==> config.mk <==
export PLATFORM = sky130hd
export DESIGN_NAME = ahb_req_arbiter
export DESIGN_NICKNAME = d
export VERILOG_FILES = /design/src/rtl/ahb_arb_pkg.sv /design/src/rtl/ahb_burst_tracker.sv /design/src/rtl/ahb_req_arbiter.sv
export SDC_FILE = /design/constraint.sdc
export NUM_CORES = 1
export LEC_CHECK = 0
export ABC_AREA = 1
export ABC_CLOCK_PERIOD_IN_PS = 6600
export CORE_AREA = 2 2 130 132
export CTS_CLUSTER_DIAMETER = 30
export DETAILED_ROUTE_END_ITERATION = 8
export DIE_AREA = 0 0 132 134
export GPL_ROUTABILITY_DRIVEN = 0
export PLACE_DENSITY = 0.54
export SLEW_MARGIN = 20
export SYNTH_ARGS = -nofsm -noshare
export SYNTH_HDL_FRONTEND = slang
export SYNTH_HIERARCHICAL = 1
export SYNTH_SLANG_ARGS = --single-unit
==> constraint.sdc <==
create_clock -name HCLK -period 6.6 [get_ports HCLK]
set_clock_uncertainty 0.1 [all_clocks]
set_input_delay 1.32 -clock HCLK [delete_from_list [all_inputs] [get_ports HCLK]]
set_output_delay 1.32 -clock HCLK [all_outputs]
set_load 0.02 [all_outputs]
==> src/rtl/ahb_arb_pkg.sv <==
// Shared constants and types for the two-port AHB request arbiter.
package ahb_arb_pkg;

  localparam logic [1:0] HTRANS_IDLE   = 2'b00;
  localparam logic [1:0] HTRANS_BUSY   = 2'b01;
  localparam logic [1:0] HTRANS_NONSEQ = 2'b10;
  localparam logic [1:0] HTRANS_SEQ    = 2'b11;

  localparam logic [2:0] HBURST_SINGLE = 3'd0;
  localparam logic [2:0] HBURST_INCR   = 3'd1;
  localparam logic [2:0] HBURST_WRAP4  = 3'd2;
  localparam logic [2:0] HBURST_INCR4  = 3'd3;
  localparam logic [2:0] HBURST_WRAP8  = 3'd4;
  localparam logic [2:0] HBURST_INCR8  = 3'd5;
  localparam logic [2:0] HBURST_WRAP16 = 3'd6;
  localparam logic [2:0] HBURST_INCR16 = 3'd7;

  typedef enum logic [1:0] {
    OWN_NONE = 2'd0,
    OWN_M0   = 2'd1,
    OWN_M1   = 2'd2
  } owner_t;

  // Beats in a burst; 0 marks an undefined-length INCR burst.
  function automatic logic [4:0] f_burst_beats(input logic [2:0] burst);
    case (burst)
      HBURST_SINGLE:               f_burst_beats = 5'd1;
      HBURST_INCR:                 f_burst_beats = 5'd0;
      HBURST_WRAP4,  HBURST_INCR4:  f_burst_beats = 5'd4;
      HBURST_WRAP8,  HBURST_INCR8:  f_burst_beats = 5'd8;
      HBURST_WRAP16, HBURST_INCR16: f_burst_beats = 5'd16;
      default:                     f_burst_beats = 5'd0;
    endcase
  endfunction

endpackage

==> src/rtl/ahb_burst_tracker.sv <==
// Counts burst beats and holds the arbitration lock for the length of a burst.
module ahb_burst_tracker
  import ahb_arb_pkg::*;
(
  input  logic       clk,
  input  logic       rst,
  input  logic       accepted,
  input  logic [1:0] htrans,
  input  logic [2:0] burst,
  input  logic       hready,
  input  logic       hresp,
  output logic       locked,
  output logic       hold_next
);

  logic [4:0] beat_cnt;
  logic [4:0] burst_len;
  logic [4:0] cnt_nxt;
  logic [4:0] len_nxt;

  // Next lock state: start on a multi-beat NONSEQ, end on length, INCR stop, or error.
  always_comb begin
    cnt_nxt   = beat_cnt;
    len_nxt   = burst_len;
    hold_next = locked;
    if (hready) begin
      if (locked && hresp) begin
        hold_next = 1'b0;
        cnt_nxt   = 5'd0;
      end else if (locked) begin
        if (burst_len == 5'd0) begin
          if (htrans == HTRANS_IDLE || htrans == HTRANS_NONSEQ) begin
            hold_next = 1'b0;
            cnt_nxt   = 5'd0;
          end else if (accepted && beat_cnt != 5'd16) begin
            cnt_nxt = beat_cnt + 5'd1;
          end
        end else if (accepted) begin
          if (beat_cnt != 5'd16) cnt_nxt = beat_cnt + 5'd1;
          if (cnt_nxt >= burst_len) hold_next = 1'b0;
        end
      end else if (accepted && htrans == HTRANS_NONSEQ && f_burst_beats(burst) != 5'd1) begin
        hold_next = 1'b1;
        cnt_nxt   = 5'd1;
        len_nxt   = f_burst_beats(burst);
      end
    end
  end

  // Lock, beat count and burst length registers.
  always_ff @(posedge clk or posedge rst) begin
    if (rst) begin
      locked    <= 1'b0;
      beat_cnt  <= 5'd0;
      burst_len <= 5'd0;
    end else begin
      locked    <= hold_next;
      beat_cnt  <= cnt_nxt;
      burst_len <= len_nxt;
    end
  end

endmodule

==> src/rtl/ahb_req_arbiter.sv <==
// Round-robin arbiter sharing the AHB master adapter between CPU (m0) and DMA (m1).
module ahb_req_arbiter
  import ahb_arb_pkg::*;
#(
  parameter int AW = 32,
  parameter int DW = 32
) (
  input  logic          HCLK,
  input  logic          HRESET,
  input  logic          m0_req,
  input  logic [AW-1:0] m0_addr,
  input  logic [DW-1:0] m0_wdata,
  input  logic [3:0]    m0_wmask,
  input  logic          m0_wen,
  input  logic          m0_ren,
  input  logic [2:0]    m0_burst,
  input  logic [1:0]    m0_htrans,
  output logic          m0_gnt,
  output logic          m0_rvalid,
  output logic          m0_wdone,
  output logic          m0_err,
  output logic [DW-1:0] m0_rdata,
  input  logic          m1_req,
  input  logic [AW-1:0] m1_addr,
  input  logic [DW-1:0] m1_wdata,
  input  logic [3:0]    m1_wmask,
  input  logic          m1_wen,
  input  logic          m1_ren,
  input  logic [2:0]    m1_burst,
  input  logic [1:0]    m1_htrans,
  output logic          m1_gnt,
  output logic          m1_rvalid,
  output logic          m1_wdone,
  output logic          m1_err,
  output logic [DW-1:0] m1_rdata,
  output logic [AW-1:0] peri_addr,
  output logic [DW-1:0] peri_wdata,
  output logic [3:0]    peri_wmask,
  output logic          peri_wen,
  output logic          peri_ren,
  output logic [2:0]    peri_burst,
  output logic [1:0]    peri_htrans,
  input  logic          HREADY,
  input  logic          HRESP,
  input  logic [DW-1:0] HRDATA
);

  owner_t owner, owner_nxt;
  owner_t last, last_nxt;
  owner_t dph_owner;
  logic   dph_valid;
  logic   dph_write;
  logic   accepted;
  logic   locked;
  logic   hold_next;
  logic   burst_err;

  assign accepted  = HREADY && (owner != OWN_NONE) &&
                     (peri_htrans == HTRANS_NONSEQ || peri_htrans == HTRANS_SEQ);
  assign burst_err = HRESP && dph_valid && locked;

  ahb_burst_tracker u_tracker (
    .clk       (HCLK),
    .rst       (HRESET),
    .accepted  (accepted),
    .htrans    (peri_htrans),
    .burst     (peri_burst),
    .hready    (HREADY),
    .hresp     (burst_err),
    .locked    (locked),
    .hold_next (hold_next)
  );

  // Owner and round-robin history registers.
  always_ff @(posedge HCLK or posedge HRESET) begin
    if (HRESET) begin
      owner <= OWN_NONE;
      last  <= OWN_M1;
    end else begin
      owner <= owner_nxt;
      last  <= last_nxt;
    end
  end

  // Re-arbitrate on ready edges that leave the bus unlocked; ties go to the port not served last.
  always_comb begin
    owner_nxt = owner;
    last_nxt  = last;
    if (HREADY && !hold_next) begin
      if (m0_req && m1_req)  owner_nxt = (last == OWN_M0) ? OWN_M1 : OWN_M0;
      else if (m0_req)       owner_nxt = OWN_M0;
      else if (m1_req)       owner_nxt = OWN_M1;
      else                   owner_nxt = OWN_NONE;
      if (owner_nxt != OWN_NONE) last_nxt = owner_nxt;
    end
  end

  // Grants and the address-phase mux; no owner drives all zeros, i.e. IDLE.
  always_comb begin
    m0_gnt      = 1'b0;
    m1_gnt      = 1'b0;
    peri_addr   = '0;
    peri_wdata  = '0;
    peri_wmask  = '0;
    peri_wen    = 1'b0;
    peri_ren    = 1'b0;
    peri_burst  = '0;
    peri_htrans = HTRANS_IDLE;
    case (owner)
      OWN_M0: begin
        m0_gnt      = 1'b1;
        peri_addr   = m0_addr;
        peri_wdata  = m0_wdata;
        peri_wmask  = m0_wmask;
        peri_wen    = m0_wen;
        peri_ren    = m0_ren;
        peri_burst  = m0_burst;
        peri_htrans = m0_htrans;
      end
      OWN_M1: begin
        m1_gnt      = 1'b1;
        peri_addr   = m1_addr;
        peri_wdata  = m1_wdata;
        peri_wmask  = m1_wmask;
        peri_wen    = m1_wen;
        peri_ren    = m1_ren;
        peri_burst  = m1_burst;
        peri_htrans = m1_htrans;
      end
      default: ;
    endcase
  end

  // Remember who owns the data phase so returns reach the right requester.
  always_ff @(posedge HCLK or posedge HRESET) begin
    if (HRESET) begin
      dph_valid <= 1'b0;
      dph_owner <= OWN_NONE;
      dph_write <= 1'b0;
    end else if (HREADY) begin
      dph_valid <= accepted;
      if (accepted) begin
        dph_owner <= owner;
        dph_write <= peri_wen;
      end
    end
  end

  assign m0_rvalid = HREADY && dph_valid && (dph_owner == OWN_M0) && !dph_write;
  assign m0_wdone  = HREADY && dph_valid && (dph_owner == OWN_M0) && dph_write;
  assign m0_err    = HRESP && dph_valid && (dph_owner == OWN_M0);
  assign m1_rvalid = HREADY && dph_valid && (dph_owner == OWN_M1) && !dph_write;
  assign m1_wdone  = HREADY && dph_valid && (dph_owner == OWN_M1) && dph_write;
  assign m1_err    = HRESP && dph_valid && (dph_owner == OWN_M1);
  assign m0_rdata  = HRDATA;
  assign m1_rdata  = HRDATA;

endmodule
### Met1 routing, run 1

(2 px per um)
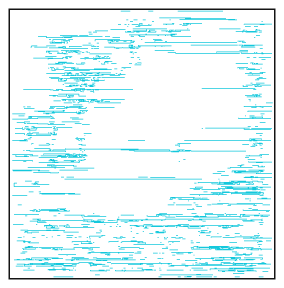
share of all routed wire = 41%
nets with wire on the layer = 724
longest straight run = 68.5 um
routing usage on met1: 15.8%
Post-Route WL: 12.8 mm
vias: 3585

### Clock network drawn from the DEF, run 1

(2 px per um)
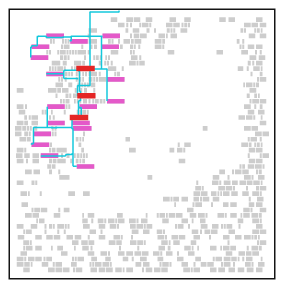
red -> clock drivers  # count 3
magenta -> flip-flops  # count 18
cyan -> clock wires  # length 317 um
routed clock nets = 4
clock latency on the worst-skew pair: 0.25 ns
Clk power: 125 uW

### Sequential cells grouped by signal name, run 1

(4 px per um)
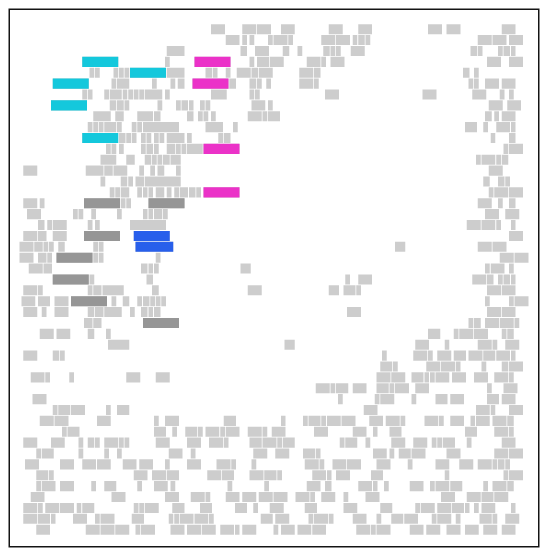
magenta -> u_tracker/burst_len  # flops 4, where top centre
blue -> last  # flops 2
cyan -> u_tracker/beat_cnt  # flops 5, where upper left
not coloured = 7
sequential fraction of total cell area: 8.68%
storage element area: 452 um^2

==> metrics.cfg, run 1 <==
[status]
run_status=finished, final reports clean

[layout]
final_cell_mix=238 x clkdlybuf4s50_1, 201 x nand2_1, 50 x a21oi_2
drive_gt1_share_pct=11.7
diodes=0
fin_cells=877
largest_reg_flops=5
final_nets=855
finish.instance_area_mm2=0.00520
utilization_pct=31.9

[logic_synthesis]
top_area_share_pct=24.4
topCellsByArea=nand2_1 24%, buf_4 18%, a21oi_2 14%
synthFlopType=dfrtp_1
yosys.stat.chipArea_mm2=0.00309
edf_count=0
synth_adder_area_share_pct=3.64
xor_share_pct=0.850
ys_seq_share_pct=14.6

[routing]
wl_met3_mm=1.09
drc=0
route.met2.wl_mm=6.20
dr.pass1.iters=4
first_iter_violations=125

[global_routing]
track_usage_pct=13.8
grt_max_degree=49
gr-usage-met2_pct=24.6
busiest_layer=met2

[setup_path]
crit_fanout=30
reg2reg_from=owner[0]
critPathBufInv=4
critPathMaxStageDelay_ns=0.69
crit_family=buffers and inverters

[timing]
max_slew_margin_pct=38.2
rsz0062_at_grt=false
final.setup.worst_slack_ns=2.07
worst_pin_slew_ns=0.926

[power_and_ir_drop]
power-top-group=combinational logic
seq_power_share_pct=14.8
power_frac_comb_pct=73.8

[die]
dieWidth_um=132
tapCellCount=220
rows=47

[cts]
path_clk_slew_ns=0.05
cts_buffer_depth=2
htreeDepth=1
hold_buffers=0
clock-sinks=18

[min_path]
min_to=last[1]

[flow_run]
warnings=29

### Gate families picked out, run 1

(2 px per um)
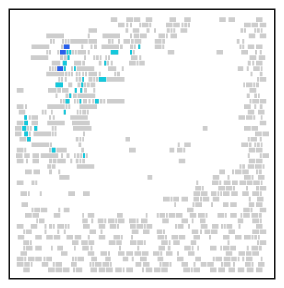

==> run 1 -> run 2 <==
--- a/config.mk
+++ b/config.mk
@@ -6,11 +6,11 @@
 export NUM_CORES = 1
 export LEC_CHECK = 0
 export ABC_AREA = 1
-export ABC_CLOCK_PERIOD_IN_PS = 6600
-export CORE_AREA = 2 2 130 132
+export ABC_CLOCK_PERIOD_IN_PS = 4700
+export CORE_AREA = 2 2 131 133
 export CTS_CLUSTER_DIAMETER = 30
 export DETAILED_ROUTE_END_ITERATION = 8
-export DIE_AREA = 0 0 132 134
+export DIE_AREA = 0 0 133 135
 export GPL_ROUTABILITY_DRIVEN = 0
 export PLACE_DENSITY = 0.54
 export SLEW_MARGIN = 20
==> constraint.sdc (replaced) <==
create_clock -name HCLK -period 4.7 [get_ports HCLK]
set_clock_uncertainty 0.1 [all_clocks]
set_input_delay 0.94 -clock HCLK [delete_from_list [all_inputs] [get_ports HCLK]]
set_output_delay 0.94 -clock HCLK [all_outputs]
set_load 0.02 [all_outputs]
### Gate families picked out, run 2

(2 px per um)
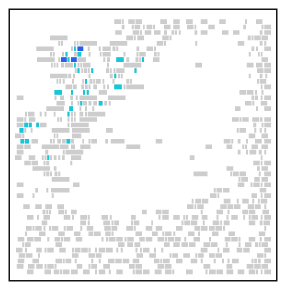
cyan -> nor cells  # cells 29, most used nor2_1
blue -> xor and xnor cells  # cells 3, most used xor2_1
Top cell excl fill/tap: clkdlybuf4s50_1
combinational share of cell area: 34.9%
final std cells w/o fill: 881

### Clock network drawn from the DEF, run 2

(2 px per um)
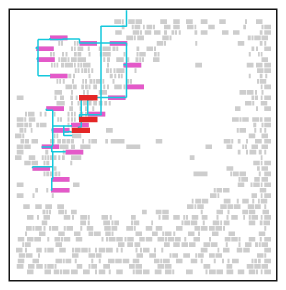
magenta -> flip-flops  # count 18
cyan -> clock wires  # length 331 um
red -> clock drivers  # count 3
routed clock nets = 4
Clk power: 191 uW
Clk pwr share: 11.9%

==> run 2 against run 1 <==
  * First-iteration DRC count decreased by 23%
  * Clock power increased by 53%
  * Largest power group unchanged
  * Cell area up 1.5%
  * Core utilization increased by 0.24 points
  * Die area up 1.5%
  * Final cell count is 0.46% higher
  * Hold slack gained 0.0068 ns
  * Wire length rose by 4.2%
  * Register-to-register slack got worse by 1.5 ns
  * Count of clock-buffer cells in the layout is the same
  * Sequential share of layout area is 0.13 points lower
==> metrics.cfg, run 2 <==
[die]
tapCellCount=220  ; unchanged
rows=47  ; unchanged
dieWidth_um=133  ; was 132 um

[cts]
path_clk_slew_ns=0.05  ; about the same
clock-sinks=18  ; unchanged
clkLatencyLatePin_ns=0.25  ; about the same
cts_buffer_depth=2  ; unchanged
htreeDepth=1  ; unchanged

[power_and_ir_drop]
power-top-group=combinational logic  ; unchanged
seq_power_share_pct=14.3  ; was 14.8%

[layout]
drive_gt1_share_pct=12.4  ; was 11.7%
final_cell_mix=238 x clkdlybuf4s50_1, 201 x nand2_1, 50 x a21oi_2  ; unchanged
utilization_pct=32.2  ; was 31.9%
seqCellArea_um2=452  ; unchanged
seq_share_pct=8.56  ; was 8.68%
finish.instance_area_mm2=0.00528  ; was 0.00520 mm^2

[global_routing]
gr-usage-met2_pct=25.2  ; was 24.6%
busiest_layer=met2  ; unchanged
grt_max_degree=56  ; was 49
grtUsageMet1_pct=17.3  ; was 15.8%

[routing]
first_iter_violations=96  ; was 125
drc=0  ; unchanged

[logic_synthesis]
ys_seq_share_pct=14.6  ; unchanged
synth_adder_area_share_pct=3.64  ; unchanged

[setup_path]
crit_family=buffers and inverters  ; unchanged
critPathBufInv=5  ; was 4

[status]
run_status=finished, final reports clean  ; unchanged

[timing]
final.setup.worst_slack_ns=0.864  ; was 2.07 ns

[flow_run]
warnings=29  ; unchanged

### Met1 routing, run 2

(2 px per um)
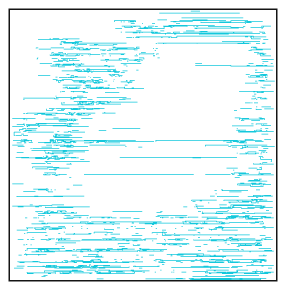

==> run 2 -> run 3 <==
--- a/config.mk
+++ b/config.mk
@@ -6,13 +6,13 @@
 export NUM_CORES = 1
 export LEC_CHECK = 0
 export ABC_AREA = 1
-export ABC_CLOCK_PERIOD_IN_PS = 4700
-export CORE_AREA = 2 2 131 133
+export ABC_CLOCK_PERIOD_IN_PS = 3500
+export CORE_AREA = 2 2 130 132
 export CTS_CLUSTER_DIAMETER = 30
 export DETAILED_ROUTE_END_ITERATION = 8
-export DIE_AREA = 0 0 133 135
+export DIE_AREA = 0 0 132 134
 export GPL_ROUTABILITY_DRIVEN = 0
-export PLACE_DENSITY = 0.54
+export PLACE_DENSITY = 0.57
 export SLEW_MARGIN = 20
 export SYNTH_ARGS = -nofsm -noshare
 export SYNTH_HDL_FRONTEND = slang
==> constraint.sdc (replaced) <==
create_clock -name HCLK -period 3.5 [get_ports HCLK]
set_clock_uncertainty 0.1 [all_clocks]
set_input_delay 0.7 -clock HCLK [delete_from_list [all_inputs] [get_ports HCLK]]
set_output_delay 0.7 -clock HCLK [all_outputs]
set_load 0.02 [all_outputs]
### Met1 routing, run 3

(2 px per um)
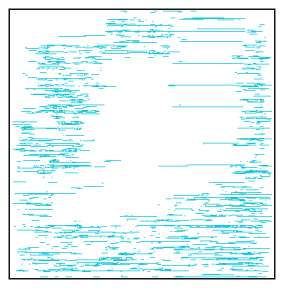
wire length on this layer = 5190 um
longest straight run = 60.3 um
nets with wire on the layer = 728
main direction = horizontal
share of all routed wire = 42%
Post-Route WL: 12.5 mm
vias: 3515
routing usage on met1: 15.5%

==> run 3 against run 2 <==
  * Synthesized area stayed put
  * Count of clock-buffer cells in the layout stayed put
  * Cell area hardly changed
  * Non-clock buffer count is 2 higher
==> metrics.cfg, run 3 <==
[global_routing]
track_usage_pct=13.3  ; was 14.2%
grt_max_degree=69  ; was 56
gr-usage-met2_pct=24.5  ; was 25.2%

[logic_synthesis]
edf_count=0  ; unchanged
topCellsByArea=nand2_1 24%, buf_4 18%, a21oi_2 14%  ; unchanged
xor_share_pct=0.850  ; unchanged
top_area_share_pct=24.4  ; unchanged
yosys.stat.chipArea_mm2=0.00309  ; unchanged
ys_seq_share_pct=14.6  ; unchanged

[setup_path]
critPathMaxStageDelay_ns=0.56  ; was 0.62 ns
critPathBufInv=5  ; unchanged
crit_fanout=46  ; was 24
crit_family=buffers and inverters  ; unchanged

[routing]
first_iter_violations=125  ; was 96
dr.pass1.iters=4  ; unchanged

[layout]
seqCellArea_um2=452  ; unchanged
finish.instance_area_mm2=0.00528  ; about the same
lay_top_count=clkdlybuf4s50_1  ; unchanged
fin_cells=883  ; was 881
sh_comb_area_pct=34.9  ; about the same
final_cell_mix=238 x clkdlybuf4s50_1, 201 x nand2_1, 50 x a21oi_2  ; unchanged

[power_and_ir_drop]
p_clk_uw=235  ; was 191 uW
power_frac_comb_pct=74.5  ; was 73.9%

[cts]
cts_buffer_depth=2  ; unchanged
clkLatencyLatePin_ns=0.25  ; about the same
htreeDepth=1  ; unchanged
path_clk_slew_ns=0.05  ; about the same

[timing]
worst_pin_slew_ns=0.454  ; was 0.745 ns
max_slew_margin_pct=69.7  ; was 50.4%
final.setup.worst_slack_ns=0.219  ; was 0.864 ns

[min_path]
min_to=last[1]  ; unchanged

[status]
run_status=finished, final reports clean  ; unchanged

[die]
tapCellCount=220  ; unchanged

### Sequential cells grouped by signal name, run 3

(4 px per um)
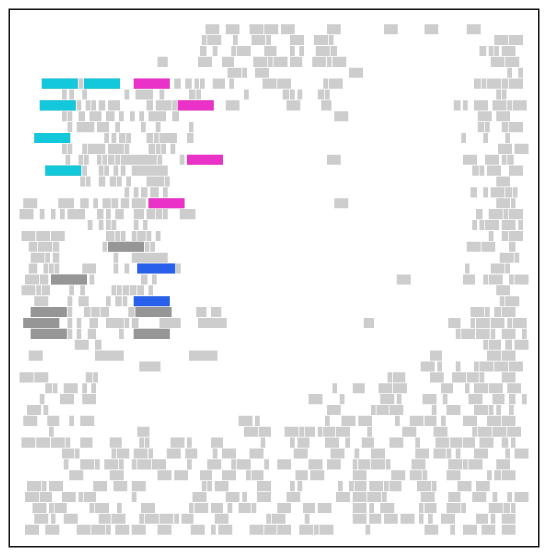
blue -> last  # flops 2
cyan -> u_tracker/beat_cnt  # flops 5, where upper left
magenta -> u_tracker/burst_len  # flops 4
not coloured = 7
Seq. pwr: 305 uW
sequential fraction of total cell area: 8.55%
Final Core Density: 32.4%

Power figures rest on the tool's default switching activity, not on a simulated workload.
